[src/rtl/deadlock_mon_pkg.sv]
// ----------------------------------------------------------------------------
// deadlock_mon_pkg
// Shared types and defaults for the AXI-Stream deadlock watchdog.
//   state_e      : watchdog FSM states (RUN, SUSPECT, DEADLOCK)
//   DEF_CNT_W    : default stall counter width
//   DEF_THRESHOLD: default consecutive-stall threshold
//   idx_w()      : index width for an n-entry vector (minimum 1 bit)
// ----------------------------------------------------------------------------
package deadlock_mon_pkg;

    typedef enum logic [1:0] {
        RUN      = 2'd0,
        SUSPECT  = 2'd1,
        DEADLOCK = 2'd2
    } state_e;

    localparam int DEF_CNT_W     = 16;
    localparam int DEF_THRESHOLD = 1024;

    function automatic int idx_w(input int n);
        return (n > 1) ? $clog2(n) : 1;
    endfunction

endpackage

[src/rtl/deadlock_prio_enc.sv]
// ----------------------------------------------------------------------------
// deadlock_prio_enc
// Lowest-set-bit encoder.
//   vec_i : input vector (N bits)
//   idx_o : index of the lowest set bit, 0 when none set
//   vld_o : 1 when any bit of vec_i is set
// ----------------------------------------------------------------------------
import deadlock_mon_pkg::*;

module deadlock_prio_enc #(
    parameter int N = 2,
    parameter int W = idx_w(N)
) (
    input  logic [N-1:0] vec_i,
    output logic [W-1:0] idx_o,
    output logic         vld_o
);

    // Scan high to low so the lowest set bit is the last writer.
    always_comb begin
        idx_o = '0;
        vld_o = 1'b0;
        for (int i = N - 1; i >= 0; i--) begin
            if (vec_i[i]) begin
                idx_o = W'(i);
                vld_o = 1'b1;
            end
        end
    end

endmodule

[src/rtl/axis_deadlock_watchdog.sv]
// ----------------------------------------------------------------------------
// axis_deadlock_watchdog
// Classifies an HLS kernel as progressing or stalled each cycle, counts
// consecutive stalled cycles and latches a sticky deadlock flag together with
// a snapshot of which stream ports were blocked at entry.
//
// Ports:
//   kernel_monitor_clock : monitor clock
//   kernel_monitor_reset : asynchronous active-high reset
//   axis_block_sigs      : per stream port, 1 = blocked
//   inst_idle_sigs       : per instance, 1 = idle
//   inst_block_sigs      : per instance, 1 = blocked on internal channel
//   clear                : synchronous release of a latched deadlock
//   kernel_block         : sticky deadlock flag
//   deadlock_pulse       : one-cycle pulse on deadlock entry
//   block_cause          : axis_block_sigs captured at entry
//   first_chan           : lowest set index of block_cause, 0 if none
//   stall_cnt            : current consecutive stalled-cycle count
//
// Optional build macro DEADLOCK_MON_REPORT_EN: prints a report on deadlock
// entry and ends the simulation two cycles after entry unless clear is seen.
// Outputs behave identically with or without it.
// ----------------------------------------------------------------------------
import deadlock_mon_pkg::*;

module axis_deadlock_watchdog #(
    parameter int N_AXIS    = 2,
    parameter int N_INST    = 3,
    parameter int CNT_W     = DEF_CNT_W,
    parameter int THRESHOLD = DEF_THRESHOLD
) (
    input  logic                      kernel_monitor_clock,
    input  logic                      kernel_monitor_reset,
    input  logic [N_AXIS-1:0]         axis_block_sigs,
    input  logic [N_INST-1:0]         inst_idle_sigs,
    input  logic [N_INST-1:0]         inst_block_sigs,
    input  logic                      clear,
    output logic                      kernel_block,
    output logic                      deadlock_pulse,
    output logic [N_AXIS-1:0]         block_cause,
    output logic [idx_w(N_AXIS)-1:0]  first_chan,
    output logic [CNT_W-1:0]          stall_cnt
);

    localparam int               FC_W = idx_w(N_AXIS);
    localparam logic [CNT_W-1:0] THR  = CNT_W'(THRESHOLD);

    state_e            state_q;
    logic              kb_q;
    logic              pulse_q;
    logic [N_AXIS-1:0] cause_q;
    logic [FC_W-1:0]   fc_q;
    logic [CNT_W-1:0]  cnt_q;

    logic              stalled;
    logic [CNT_W-1:0]  cnt_d;
    logic              enter;
    logic [FC_W-1:0]   enc_idx;
    logic              enc_vld;

    // Every instance waiting (idle or blocked), something actually blocked,
    // and not simply a fully idle kernel.
    assign stalled = (&(inst_idle_sigs | inst_block_sigs))
                   & ((|axis_block_sigs) | (|inst_block_sigs))
                   & ~(&inst_idle_sigs);

    // cnt_q is zero in RUN, so the same increment covers the first stalled
    // cycle and the THRESHOLD==1 direct entry.
    assign cnt_d = cnt_q + CNT_W'(1);
    assign enter = stalled && !clear && (state_q != DEADLOCK) && (cnt_d == THR);

    deadlock_prio_enc #(.N(N_AXIS), .W(FC_W)) u_enc (
        .vec_i (axis_block_sigs),
        .idx_o (enc_idx),
        .vld_o (enc_vld)
    );

    always_ff @(posedge kernel_monitor_clock or posedge kernel_monitor_reset) begin
        if (kernel_monitor_reset) begin
            state_q <= RUN;
            kb_q    <= 1'b0;
            pulse_q <= 1'b0;
            cause_q <= '0;
            fc_q    <= '0;
            cnt_q   <= '0;
        end else begin
            pulse_q <= 1'b0;
            if (clear) begin
                state_q <= RUN;
                kb_q    <= 1'b0;
                cause_q <= '0;
                fc_q    <= '0;
                cnt_q   <= '0;
            end else if (enter) begin
                state_q <= DEADLOCK;
                kb_q    <= 1'b1;
                pulse_q <= 1'b1;
                cause_q <= axis_block_sigs;
                fc_q    <= enc_vld ? enc_idx : '0;
                cnt_q   <= cnt_d;
            end else begin
                case (state_q)
                    RUN: begin
                        if (stalled) begin
                            state_q <= SUSPECT;
                            cnt_q   <= cnt_d;
                        end
                    end
                    SUSPECT: begin
                        if (stalled) begin
                            cnt_q <= cnt_d;
                        end else begin
                            state_q <= RUN;
                            cnt_q   <= '0;
                        end
                    end
                    DEADLOCK: ;  // frozen until clear
                    default: begin
                        state_q <= RUN;
                        cnt_q   <= '0;
                    end
                endcase
            end
        end
    end

    assign kernel_block   = kb_q;
    assign deadlock_pulse = pulse_q;
    assign block_cause    = cause_q;
    assign first_chan     = fc_q;
    assign stall_cnt      = cnt_q;

`ifdef DEADLOCK_MON_REPORT_EN
    logic fin_arm_q;

    // Report the cycle after entry, then stop one cycle later if the
    // deadlock was not released in between.
    always_ff @(posedge kernel_monitor_clock or posedge kernel_monitor_reset) begin
        if (kernel_monitor_reset) begin
            fin_arm_q <= 1'b0;
        end else if (pulse_q) begin
            $display("[%0t] deadlock: block_cause=%b first_chan=%0d inst_block=%b",
                     $time, cause_q, fc_q, inst_block_sigs);
            fin_arm_q <= !clear;
        end else if (fin_arm_q) begin
            fin_arm_q <= 1'b0;
            if (!clear) $finish;
        end
    end
`else
    // Silent build: the deadlock is observed through kernel_block only.
`endif

endmodule

[config.mk]
export PLATFORM = sky130hd
export DESIGN_NAME = axis_deadlock_watchdog
export DESIGN_NICKNAME = d
export VERILOG_FILES = /design/src/rtl/deadlock_mon_pkg.sv /design/src/rtl/deadlock_prio_enc.sv /design/src/rtl/axis_deadlock_watchdog.sv
export SDC_FILE = /design/constraint.sdc
export NUM_CORES = 1
export LEC_CHECK = 0
export CAP_MARGIN = 25
export CORE_AREA = 2 2 82 45
export DETAILED_ROUTE_END_ITERATION = 10
export DIE_AREA = 0 0 84 47
export PLACE_DENSITY = 0.75
export SLEW_MARGIN = 20
export SYNTH_ARGS = -nofsm -noshare
export SYNTH_HDL_FRONTEND = slang
export SYNTH_HIERARCHICAL = 1
export SYNTH_SLANG_ARGS = --single-unit
[constraint.sdc]
create_clock -name kernel_monitor_clock -period 2.75 [get_ports kernel_monitor_clock]
set_input_delay 0.6875 -clock kernel_monitor_clock [delete_from_list [all_inputs] [get_ports kernel_monitor_clock]]
set_output_delay 0.6875 -clock kernel_monitor_clock [all_outputs]
set_load 0.03 [all_outputs]
==> CHANGELOG.md <==
### Metrics

- Vias in the first global route: 1304
- Post-cts sizing count: 0
- Synth flops: 23
- Place WS: -87.0 ps
- Largest net degree at the start of global routing: 24
- Worst skew pair latency: roughly 270 ps
- Leakage power: a little over 0.8 nW
- R2R Path Start: stall_cnt[1]
- CTS tree: yes
- Crit. End Element: register
- Top-area cell share: 0.369
- Clock transition at path regs: 90 ps
- Postcts setup bufs: 0
- Initial antenna violation count: 0
- Pins over their slew limit: 0
- Final Hold Fails: 0
- Post-layout net count: between 200 and 250
- Clk buf depth: 2
- Buffers and inverters on the worst path: 1
- Critical Path RT: between 2000 and 3000 ps
- Placed Instances: between 200 and 250
- Hold slack: 510 ps
- Asr flop ratio synth: 1.00
- Critical Path Source: inst_idle_sigs[1]
- Least-Margin Pin Slew: 429 ps
- Final HPWL DP: between 2000 and 3000 um
- Critical Path Slowest Stage Cell: clkdlybuf4s50_1
- RSZ-0062 raised after global routing: no
- Layout cell share with drive strength beyond 1: 0.119
- Post-DP Area: roughly 2000 um^2
- Status: completed
- Final setup vio count: 0
- Max incr delay on CP: between 400 and 500 ps
- Gate Count Post-Synth: between 150 and 200
- Max Cap Viol: 0
- Post-CTS Hold Buffers: 0
- Synth area leaders: dfrtp_1 (37%), nand2_1 (5.5%), nand3b_1 (3.9%)
- Worst Path Max Fanout: 8
- OpenROAD warning count: 27
- First-pass detailed-route iteration total: 4
- Mapped Nets: 186
- Fin crit period: between 2000 and 3000 ps
- Post-layout period usage: 0.929
- CTS HTree Levels: 1
- Clock Tree Root: clkbuf_8
- Yosys stat area: 1560 um^2
- GR Overflow Total: 0
- WS Path Type: primary input to register
- Antenna diodes: 0
- Distinct lib cells: roughly 48
- Vias: 1499
- Synth warn: 6
- GP Congestion: between 0.8 and 0.9
- Area of the multi-input gates: ~900 um^2
- Synthesized area: roughly 1600 um^2
- Antenna Nets Post-Route: 0
- Power Density: 327 nW/um^2
- Drt drc: 0
- Drt via density: slightly below 6
- Crit path DAT: approximately 2800 ps
- Worst slew margin: 0.712
- Max VDD drop: ~0.17 mV
- Die area: just under 4000 um^2
- TritonCTS Buffers: 3
- First-pass GRT wire length: roughly 6400 um
- EDFF count, synth: 0
- Hold Crit Class: register to register
- Register share after synthesis: 0.369
- Area leader, netlist: dfrtp_1
- Average size of a mapped cell: 9.00 um^2
- DR iter-0 viols: between 80 and 90
- Startpoint types: primary input
- CP delay by family, top: simple AND/OR/NAND/NOR gates
## sequential cells by signal, indices dropped and copies added, names as in the netlist
name / cells
block_cause: 2
deadlock_pulse: 1
first_chan: 1
kernel_block: 1
stall_cnt: 16
state_q: 2
## synthesized netlist by cell type, drive strengths merged, types with 3 or more instances
cell,count
inv,4
nor2b,3
o21ai,11
buf,6
nor2,13
nand2b,3
a221o,5
xnor2,3
clkbuf,4
nand3b,8
or3,3
nor4,7
nand2,23
nand4,5
nor3,6
a21oi,7
dfrtp,23
nand3,8
or2,3
## kinds of logic (layout without fill, tap and decap cells)
family,Yosys count,count (layout),synth area share
compound gates,39,39,0.190
flops,23,23,0.369
simple gates,88,88,0.337
buf+inv,14,51,0.0458
fa+ha+maj,2,2,0.0161
xor+xnor,4,4,0.0225
mux,3,3,0.0201
## per-stage QoR
| stage | util | power (mW) | setup TNS [ps] |
|---|---|---|---|
| after global routing | 0.617 | 0.688 | 0 |
| final | 0.617 | 0.656 | 0 |
| after CTS | 0.616 | 0.665 | 0 |
| after global placement | 0.602 | 0.442 | -21.6 |
| after floorplan | - | 0.402 | 0 |
| after detailed placement | 0.602 | 0.444 | -382 |
## routing by layer
layer | GRT usage | vias up | wire, um
met3 | 0.0527 | 4 | 329
met5 | 0 | - | 0
met4 | 0.0645 | 0 | 33
met2 | 0.331 | 52 | 1660
met1 | 0.310 | 728 | 1970
li1 | - | 715 | -
## final timing paths
kind                                  end  slack [ps]  depth (start not counted)
min in group asynchronous    stall_cnt[8]         750                          3
max in group asynchronous  block_cause[0]        1760                          3
max reg2reg                  stall_cnt[8]         270                          9
min reg2reg                block_cause[1]         510                          2
max                          stall_cnt[8]         200                          8
min                        block_cause[1]         510                          2
## cells in the final DEF (no fill, tap or decap), types with 3 or more instances in the layout
master	instances
clkdlybuf4s50_1	31
nand2_1	23
dfrtp_1	23
nor2_1	13
buf_4	12
o21ai_0	9
nand3b_1	8
a21oi_1	7
nand3_1	6
nor3_1	6
nor4_1	5
a221o_1	5
inv_1	4
or3_1	3
xnor2_1	3
nand4_1	3
or2_1	3
nand2b_1	3
nor2b_1	3
clkbuf_8	3
## power by group
group          internal [mW]  total, mW  switching (mW)
logic                 0.0388     0.0908          0.0520
registers              0.342      0.347         0.00574
clock network          0.104      0.218           0.114
## cell type report
cell class | instances | share of cell area
Timing Repair Buffer | 43 | 0.200
Clock buffer | 4 | 0.0225
Sequential cell | 23 | 0.287
Multi-Input combinational cell | 136 | 0.457
Tap cell | 42 | 0.0262
Inverter | 4 | 0.00749
## tightest hold or removal path, cell delays in order, from the launching register on
cell and delay (ps):
dfrtp_1 350, nand3b_1 70, nand2_1 60
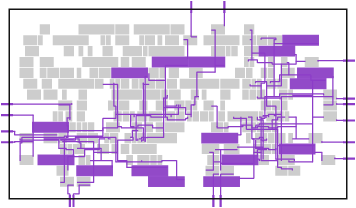
(port wiring)
Scale: 4 px per um.
legend:
  purple:
    port: stall_cnt
    bits: 16
    direction: output
    edge: 6 east, 4 south, 4 west, 2 north
    end_cells: 16
    buffers: 18
    wire: 1000 um
IO Count: 32
Port Buf Inserts: 31

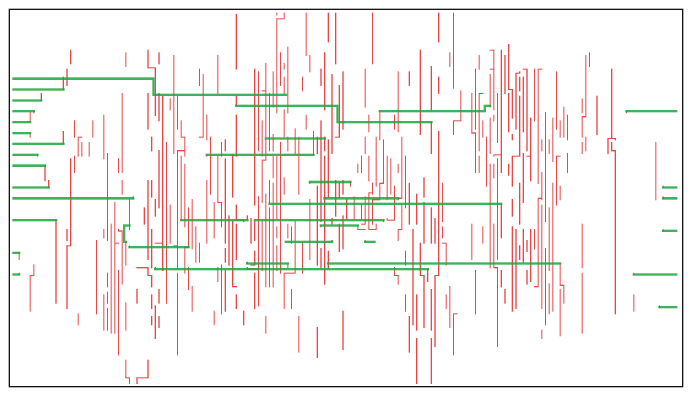
(routed metal, one color a layer)
Scale: 8 px per um. Two of the layers only.
legend:
  green:
    layer: metal 3
    wire_length: 329 um
  red:
    layer: metal 2
    wire_length: 1660 um
drt total wl: 3990 um
DR WL/cell: 15.8 um
Total GRT Usage: 0.216

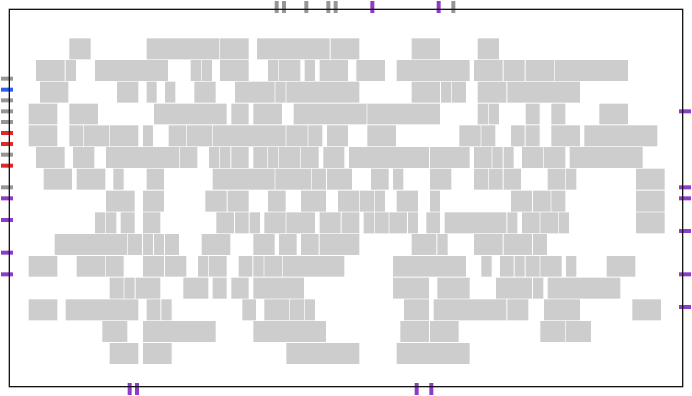
(pin placement)
Scale: 8 px per um. Pins as bars across the die edge, other pins in gray.
legend:
  purple:
    port: stall_cnt
    pins: 16
    direction: output
    edge: 6 east, 4 south, 4 west, 2 north
  blue:
    port: deadlock_pulse
    pins: 1
    direction: output
    edge: west
  red:
    port: inst_block_sigs
    pins: 3
    direction: input
    edge: west
all pins by edge: 14 west, 8 north, 6 east, 4 south
Die Y: 47 um
Die Width: 84 um

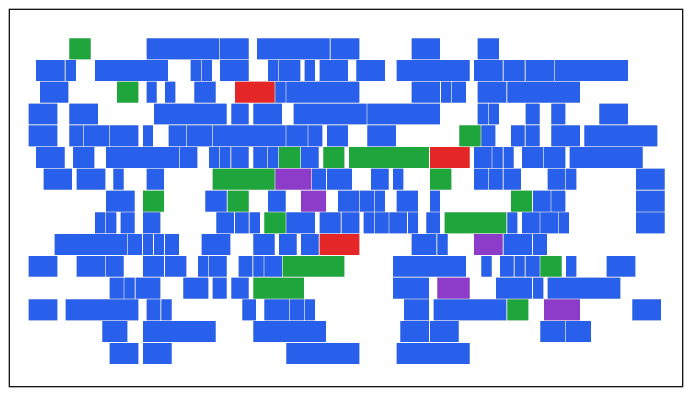
(sizing map)
Scale: 8 px per um.
legend:
  purple:
    size: _2 cells
    cells: 5
    share: 2.4%
  blue:
    size: _0 and _1 cells
    cells: 185
    share: 88%
    most_used: clkdlybuf4s50_1
  green:
    size: _3 and _4 cells
    cells: 17
    share: 8.1%
    most_used: buf_4
  red:
    size: _6 and larger
    cells: 3
    share: 1.4%
    most_used: clkbuf_8
Area Growth Syn to Fin: 28.7%
area of all placed cells without fillers: 2000 um^2
slack of the critical path: 195 ps
Buffers, non-clock: 43

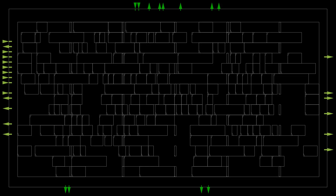
(placed standard cells)
core region area: 3250 um^2
Final Core Density: 0.617
Seq area share: 0.287
Row Count: 15

Power and IR drop assume default switching activity.
